Figure 1. A small window of the routed layout (run 1).
Region (50, 25) to (75, 50) µm. Cells in grey, sequential cells in the stronger grey; small squares are vias.
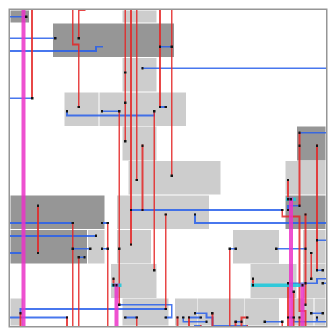
Figure 2. Track usage over the die (run 1).
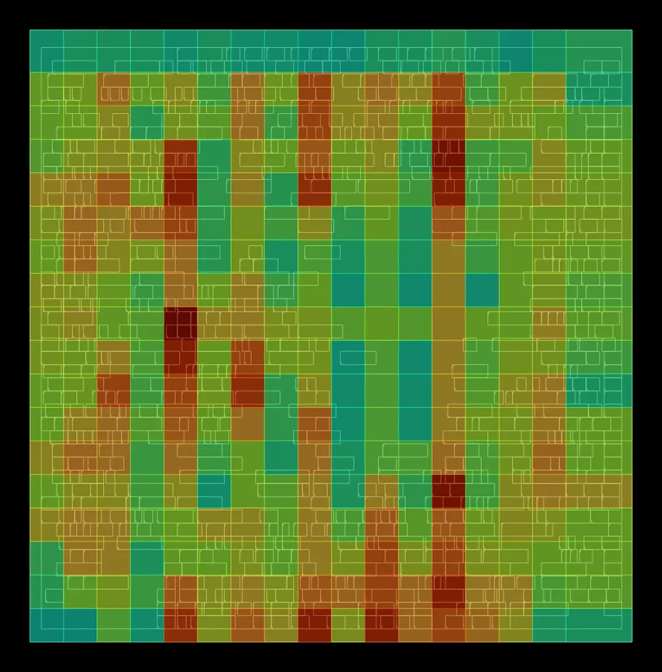
Figure 3. Ports around the boundary (run 1).
Scale: 4 px per µm. Pins as bars across the die edge, other pins in grey.
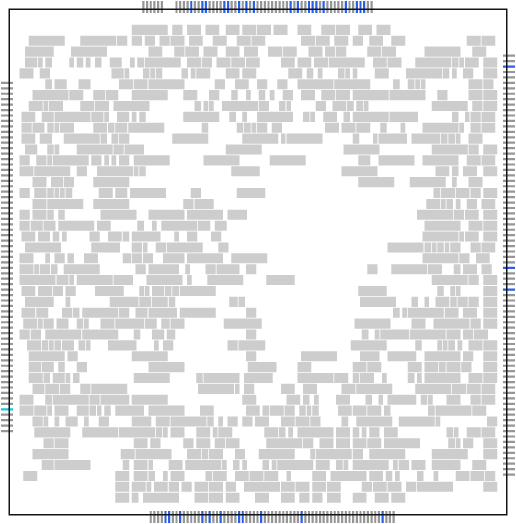
`src/rtl/shared_dmem_arbiter_pkg.sv`:
```
// shared_dmem_arbiter_pkg: FSM state encoding and core index constants
package shared_dmem_arbiter_pkg;
  typedef enum logic [1:0] {
    IDLE = 2'd0,
    BUSY = 2'd1,
    RESP = 2'd2
  } state_t;
  localparam logic CORE0 = 1'b0;
  localparam logic CORE1 = 1'b1;
endpackage

```
`src/rtl/shared_dmem_arbiter_rr_pick2.sv`:
```
// rr_pick2: combinational two-way round-robin pick
// Ports: Req0/Req1 requests, last = index granted most recently,
//        grant_valid = some request present, grant_idx = winning core.
module rr_pick2
  import shared_dmem_arbiter_pkg::*;
(
  input  logic Req0,
  input  logic Req1,
  input  logic last,
  output logic grant_valid,
  output logic grant_idx
);
  assign grant_valid = Req0 | Req1;
  // on a tie the core that did not win last time goes next
  assign grant_idx   = (Req0 & Req1) ? ~last : (Req1 ? CORE1 : CORE0);
endmodule

```
`src/rtl/shared_dmem_arbiter.sv`:
```
// shared_dmem_arbiter: round-robin arbiter sharing one data memory port between two cores
// Ports: Clk, Reset (async active-low); per core ReqN/WrN/AddrN/WDataN in, AckN/StallN out;
//        RData/Err completion result; MemReq/MemWe/MemAddr/MemWData registered memory
//        request, MemRData/MemReady memory response.
module shared_dmem_arbiter
  import shared_dmem_arbiter_pkg::*;
#(
  parameter int ADDR_W  = 32,
  parameter int DATA_W  = 32,
  parameter int TIMEOUT = 16
) (
  input  logic              Clk,
  input  logic              Reset,
  input  logic              Req0,
  input  logic              Wr0,
  input  logic [ADDR_W-1:0] Addr0,
  input  logic [DATA_W-1:0] WData0,
  input  logic              Req1,
  input  logic              Wr1,
  input  logic [ADDR_W-1:0] Addr1,
  input  logic [DATA_W-1:0] WData1,
  output logic              Ack0,
  output logic              Ack1,
  output logic [DATA_W-1:0] RData,
  output logic              Err,
  output logic              Stall0,
  output logic              Stall1,
  output logic              MemReq,
  output logic              MemWe,
  output logic [ADDR_W-1:0] MemAddr,
  output logic [DATA_W-1:0] MemWData,
  input  logic [DATA_W-1:0] MemRData,
  input  logic              MemReady
);
  localparam int CW = (TIMEOUT > 1) ? $clog2(TIMEOUT) : 1;
  state_t          state, state_nx;
  logic            owner, last, grant_valid, grant_idx, timed_out;
  logic [CW-1:0]   cnt;
  rr_pick2 u_pick (
    .Req0       (Req0),
    .Req1       (Req1),
    .last       (last),
    .grant_valid(grant_valid),
    .grant_idx  (grant_idx)
  );
  assign timed_out = (TIMEOUT != 0) && (cnt == CW'(TIMEOUT - 1));
  always_comb begin
    state_nx = (state == IDLE) ? (grant_valid ? BUSY : IDLE) :
               (state == BUSY) ? ((MemReady || timed_out) ? RESP : BUSY) : IDLE;
  end
  assign Ack0   = (state == RESP) && (owner == CORE0);
  assign Ack1   = (state == RESP) && (owner == CORE1);
  assign Stall0 = Req0 & ~Ack0;
  assign Stall1 = Req1 & ~Ack1;
  always_ff @(posedge Clk or negedge Reset) begin
    if (!Reset) begin
      state    <= IDLE;
      owner    <= CORE0;
      last     <= CORE1;
      cnt      <= '0;
      MemReq   <= 1'b0;
      MemWe    <= 1'b0;
      MemAddr  <= '0;
      MemWData <= '0;
      RData    <= '0;
      Err      <= 1'b0;
    end else begin
      state <= state_nx;
      if (state == IDLE && grant_valid) begin
        owner    <= grant_idx;
        last     <= grant_idx;
        cnt      <= '0;
        MemReq   <= 1'b1;
        MemWe    <= grant_idx ? Wr1 : Wr0;
        MemAddr  <= grant_idx ? Addr1 : Addr0;
        MemWData <= grant_idx ? WData1 : WData0;
      end
      if (state == BUSY) begin
        if (MemReady || timed_out) begin
          RData  <= (MemReady && !MemWe) ? MemRData : '0;
          Err    <= !MemReady;
          MemReq <= 1'b0;
          MemWe  <= 1'b0;
        end else begin
          cnt <= cnt + 1'b1;
        end
      end
      if (state == RESP) Err <= 1'b0;
    end
  end
endmodule

```
`config.mk`:
```
export PLATFORM = sky130hd
export DESIGN_NAME = shared_dmem_arbiter
export DESIGN_NICKNAME = d
export VERILOG_FILES = /design/src/rtl/shared_dmem_arbiter_pkg.sv /design/src/rtl/shared_dmem_arbiter_rr_pick2.sv /design/src/rtl/shared_dmem_arbiter.sv
export SDC_FILE = /design/constraint.sdc
export NUM_CORES = 1
export LEC_CHECK = 0
export CAP_MARGIN = 20
export CORE_AREA = 2 2 122 124
export CTS_CLUSTER_SIZE = 14
export DETAILED_ROUTE_END_ITERATION = 8
export DIE_AREA = 0 0 124 126
export PLACE_DENSITY = 0.76
export SETUP_SLACK_MARGIN = 0.05
export SLEW_MARGIN = 20
export SYNTH_ARGS = -nofsm -noshare
export SYNTH_HDL_FRONTEND = slang
export SYNTH_SLANG_ARGS = --single-unit
```
`constraint.sdc`:
```
create_clock -name Clk -period 1.6 [get_ports Clk]
set_input_delay 0.32 -clock Clk [delete_from_list [all_inputs] [get_ports Clk]]
set_output_delay 0.32 -clock Clk [all_outputs]
set_load 0.05 [all_outputs]
```
==> run notes, run 1 <==
Entry: Yosys synthesis followed by OpenROAD place and route.

Yosys:
- Sorting the synthesized cells by area gives the leading types as sky130_fd_sc_hd__dfrtp_1 (54%), sky130_fd_sc_hd__mux2i_1 (13%), sky130_fd_sc_hd__nand2_1 (7.4%).
- After synthesis the cells add up to 4950 µm².
- The run puts the synthesized netlist cell count at 476.
- The run puts the count of library flops with an enable pin at 0.
- In the synthesized netlist the dominant register cell turns out to be sky130_fd_sc_hd__dfrtp_1.
- The run gives the total nets after synthesis as 647.
- The run puts the mean area per synthesized cell at 10.4 µm².

Clocking:
- TritonCTS built the clock tree.

Power and ir drop:
- The run gives the total chip power as 17.1 mW.
- The run puts the areal power density over the cells at 2050 nW/µm².
- The run gives the power attributed to the clock group as 2.17 mW.

Final timing:
- The run puts the final worst-path setup slack at -124 ps.
- The run gives the number of endpoints failing setup at the final stage as 3.
- Setup repair after global routing could not meet its margin everywhere.

Cells and area:
- The run gives the count of non-filler cells in the finished layout as 938.
- The run puts the layout-stage area growth over the synthesis result at 69.1%.
- The run gives the total non-filler cell area in the finished layout as 8370 µm².
- The run gives the count of nets after finishing as 920.

Placed design:
- The run puts the placed cell area at 7860 µm².
- Including well taps, the total number of placed cells is 909.

Job:
- The run gives the total number of warnings across the stage logs as 30.
- The run puts the count of max-cap constraint violations at 0.

Floorplan:
- In this run the core area contains 44 standard-cell rows.
- The run puts the placeable core region at 14,300 µm².

Status:
- The flow ran to the end, but the final reports show violations.
- The checks that failed: setup timing.

Global route:
- The run puts the met2 usage in global routing at 33.0%.
Notes on Figure 1 above:
Key: red = M2; blue = M1; magenta = M4; cyan = M3
Sequential cells in the window: 3. 23 logic cells have their middle in the window. Most frequent: clkdlybuf4s50_1 (5), buf_4 (5), o21ai_0 (3).

Notes on Figure 2 above:
average wire per cell in the routed design: 16.3 µm
layer with the highest usage: met2
met3 Usage GRT: 5.12%
global-route total usage across every layer: 18.7%

Notes on Figure 3 above:
Key: blue = Addr1 [pins 32, direction input, edge 18 top, 11 bottom, 3 right]; cyan = Reset [pins 1, direction input, edge left]
All pins by edge: 78 right, 67 bottom, 65 left, 60 top.
port buffer count: 269
Die Span X: 124 µm
die height: 126 µm

[run 1: final cells by class]
type | count | area, µm²
Fill cell | 1207 | 5950
Inverter | 3 | 11.3
Timing Repair Buffer | 301 | 3010
Tap cell | 184 | 230
Clock buffer | 12 | 267
Clock inverter | 4 | 23.8
Sequential cell | 107 | 2680
Multi-Input combinational cell | 327 | 2150
[run 1: kinds of logic (layout without fill, tap and decap cells)]
kind of cell / after synthesis / count (layout) / share of synthesized area (%)
AND/OR/NAND/NOR: 143 / 143 / 14.6
multiplexers: 66 / 66 / 13.4
flip-flops: 107 / 107 / 54.1
adder cells (fa/ha/maj): 4 / 4 / 1.01
AND-OR/OR-AND: 114 / 114 / 12.5
buffers and inverters: 42 / 320 / 4.35
[run 1: routing by layer]
metal	part of all wire, %	vias up	wire length (µm)
met5	0	-	0
met4	2.1	0	323
met3	8.5	20	1300
met2	51	180	7820
met1	38	2243	5880
li1	-	2216	-
[run 1: worst reg2reg max path, stage by stage, from the launching register on]
cell and delay [ps]:
sky130_fd_sc_hd__dfrtp_1 400, sky130_fd_sc_hd__inv_2 90, sky130_fd_sc_hd__buf_4 120, sky130_fd_sc_hd__ha_4 150
sky130_fd_sc_hd__o21a_1 170, sky130_fd_sc_hd__a21oi_1 90, sky130_fd_sc_hd__a221o_1 360
[run 1: path summary, 6_finish.rpt]
kind	to	slack (ps)	cells after the start
max	Stall0	-120	5
min	MemWData[23]$_DFFE_PN0P_	490	2
max reg2reg	cnt[3]$_DFF_PN0_	100	6
min reg2reg	MemWData[23]$_DFFE_PN0P_	490	2
max in group asynchronous	last$_DFFE_PN1P_	730	3
min in group asynchronous	MemAddr[28]$_DFFE_PN0P_	500	3
Figure 4. Sequential cells coloured by netlist name (run 1).
Scale: 2 px per µm. Other sequential cells in the stronger grey, the rest of the logic in the fainter grey.
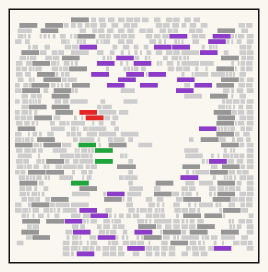

## Run 2: what changed since run 1
==> constraint.sdc (replaced) <==
create_clock -name Clk -period 1.4 [get_ports Clk]
set_input_delay 0.28 -clock Clk [delete_from_list [all_inputs] [get_ports Clk]]
set_output_delay 0.28 -clock Clk [all_outputs]
set_load 0.05 [all_outputs]
Figure 5. Sequential cells coloured by netlist name (run 2).
Scale: 2 px per µm. Other sequential cells in the stronger grey, the rest of the logic in the fainter grey.
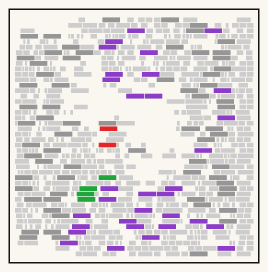
Key: red = state [placed flops 2]; purple = MemAddr [placed flops 32]; green = cnt [placed flops 4]
Another 69 sequential cells are not coloured.

==> run notes, run 2 <==
Entry: Yosys synthesis followed by OpenROAD place and route.

Hold path:
- The worst hold path terminates at last$_DFFE_PN1P_.
- The run gives the number of instances on the worst hold path as 3 (+1).

Yosys:
- After synthesis, the cell types taking the most area are sky130_fd_sc_hd__dfrtp_1 (54%), sky130_fd_sc_hd__mux2i_1 (13%), sky130_fd_sc_hd__nand2_1 (7.4%).
- The run puts the simple-gate share of the synthesized area at 14.6% (unchanged).
- The run gives the synthesized netlist cell count as 476 (unchanged).
- The run puts the cell area after technology mapping at 4950 µm² (unchanged).
- The run puts the total nets after synthesis at 647 (unchanged).
- Looking at the cell usage after synthesis, the top flip-flop cell is sky130_fd_sc_hd__dfrtp_1.
- The run puts the post-synthesis adder-cell area fraction at 1.01% (unchanged).
- The area fraction in mux cells is 13.4% (unchanged).

Job:
- The run gives the count of max-cap constraint violations as 0 (unchanged).
- The total number of warnings across the stage logs came to 31 (+3.3%).

Power and ir drop:
- The run gives the areal power density over the cells as 2460 nW/µm² (+20%).
- The run puts the power attributed to the clock group at 2.74 mW (+26%).

Final timing:
- Setup repair after global routing could not meet its margin everywhere.
- The run puts the number of endpoints failing setup at the final stage at 60 (+57).
- The run gives the final worst-path setup slack as -260 ps (-135 ps).

Worst setup path:
- The run gives the worst-case register-to-register setup slack as -60 ps (-160 ps).
- The run gives the path depth of the worst reg2reg path as 6 (unchanged).
- The run puts the total stage count of the critical path at 5 (unchanged).

Cells and area:
- The run gives the layout-stage area growth over the synthesis result as 97.6%.
- The run puts the count of nets after finishing at 935 (+1.6%).
- The fill cell instance count of the final layout is 1,033 (-14%).

Clocking:
- TritonCTS built the clock tree.

Floorplan:
- The run gives the standard-cell row count as 44 (unchanged).
- The run gives the height of the die as 126 µm (unchanged).
- The run puts the die extent in x at 124 µm (unchanged).

Placed design:
- The run gives the number of buffer cells added on primary ports as 269 (unchanged).

Status:
- The checks that failed: setup timing.
- The flow ran to the end, but the final reports show violations.

Routing:
- The run puts the average wire per cell in the routed design at 18.1 µm (+11%).
run 2: cell counts after synthesis:
Identical to the previous run, type by type.
run 2: timing repair:
action / 4_1_cts / 5_1_grt
setup endpoints to repair: 108 / 109
pin swaps: 3 / 3
endpoints found under the hold margin: 106 / 0
hold buffers: 1 / 0
resized: 27 / 21
gates cloned: 3 / 3
buffers inserted: 9 / 3
run 2: metrics by stage:
| stage | instances | instance area (µm²) | hold slack [ps] | setup slack, ps |
|---|---|---|---|---|
| final | 953 | 9780 | 464 | -260 |
| after CTS | 949 | 9630 | 450 | -267 |
| after floorplan | 476 | 5020 | -15.6 | 1.81 |
| after global placement | 920 | 9060 | 320 | -380 |
| after global routing | 953 | 9780 | 478 | -319 |
| after detailed placement | 920 | 9060 | 325 | -467 |
run 2: layout make-up:
| type | count | area, µm² | share of cell area, % |
|---|---|---|---|
| Clock buffer | 13 | 280 | 2.87 |
| Sequential cell | 107 | 2680 | 27.4 |
| Multi-Input combinational cell | 327 | 2220 | 22.7 |
| Timing Repair Buffer | 316 | 4310 | 44.1 |
| Tap cell | 184 | 230 | 2.35 |
| Inverter | 3 | 11.3 | 0.115 |
| Clock inverter | 3 | 43.8 | 0.448 |
run 2: layer usage:
metal | routed length (µm) | global-route usage (%) | vias up
met5 | 0 | 0 | -
met4 | 465 | 8.13 | 0
met3 | 1820 | 7.61 | 31
met2 | 8700 | 37.6 | 210
met1 | 6220 | 24.0 | 2253
li1 | - | - | 2252
run 2: worst register-to-register path: stages, from the launching register on:
cell and delay [ps]:
sky130_fd_sc_hd__dfrtp_1 410, sky130_fd_sc_hd__inv_1 160, sky130_fd_sc_hd__ha_4 200, sky130_fd_sc_hd__o21ai_4 90, sky130_fd_sc_hd__buf_12 160, sky130_fd_sc_hd__buf_4 170
sky130_fd_sc_hd__o21ai_0 190
Power is estimated from default activity; no workload was simulated.
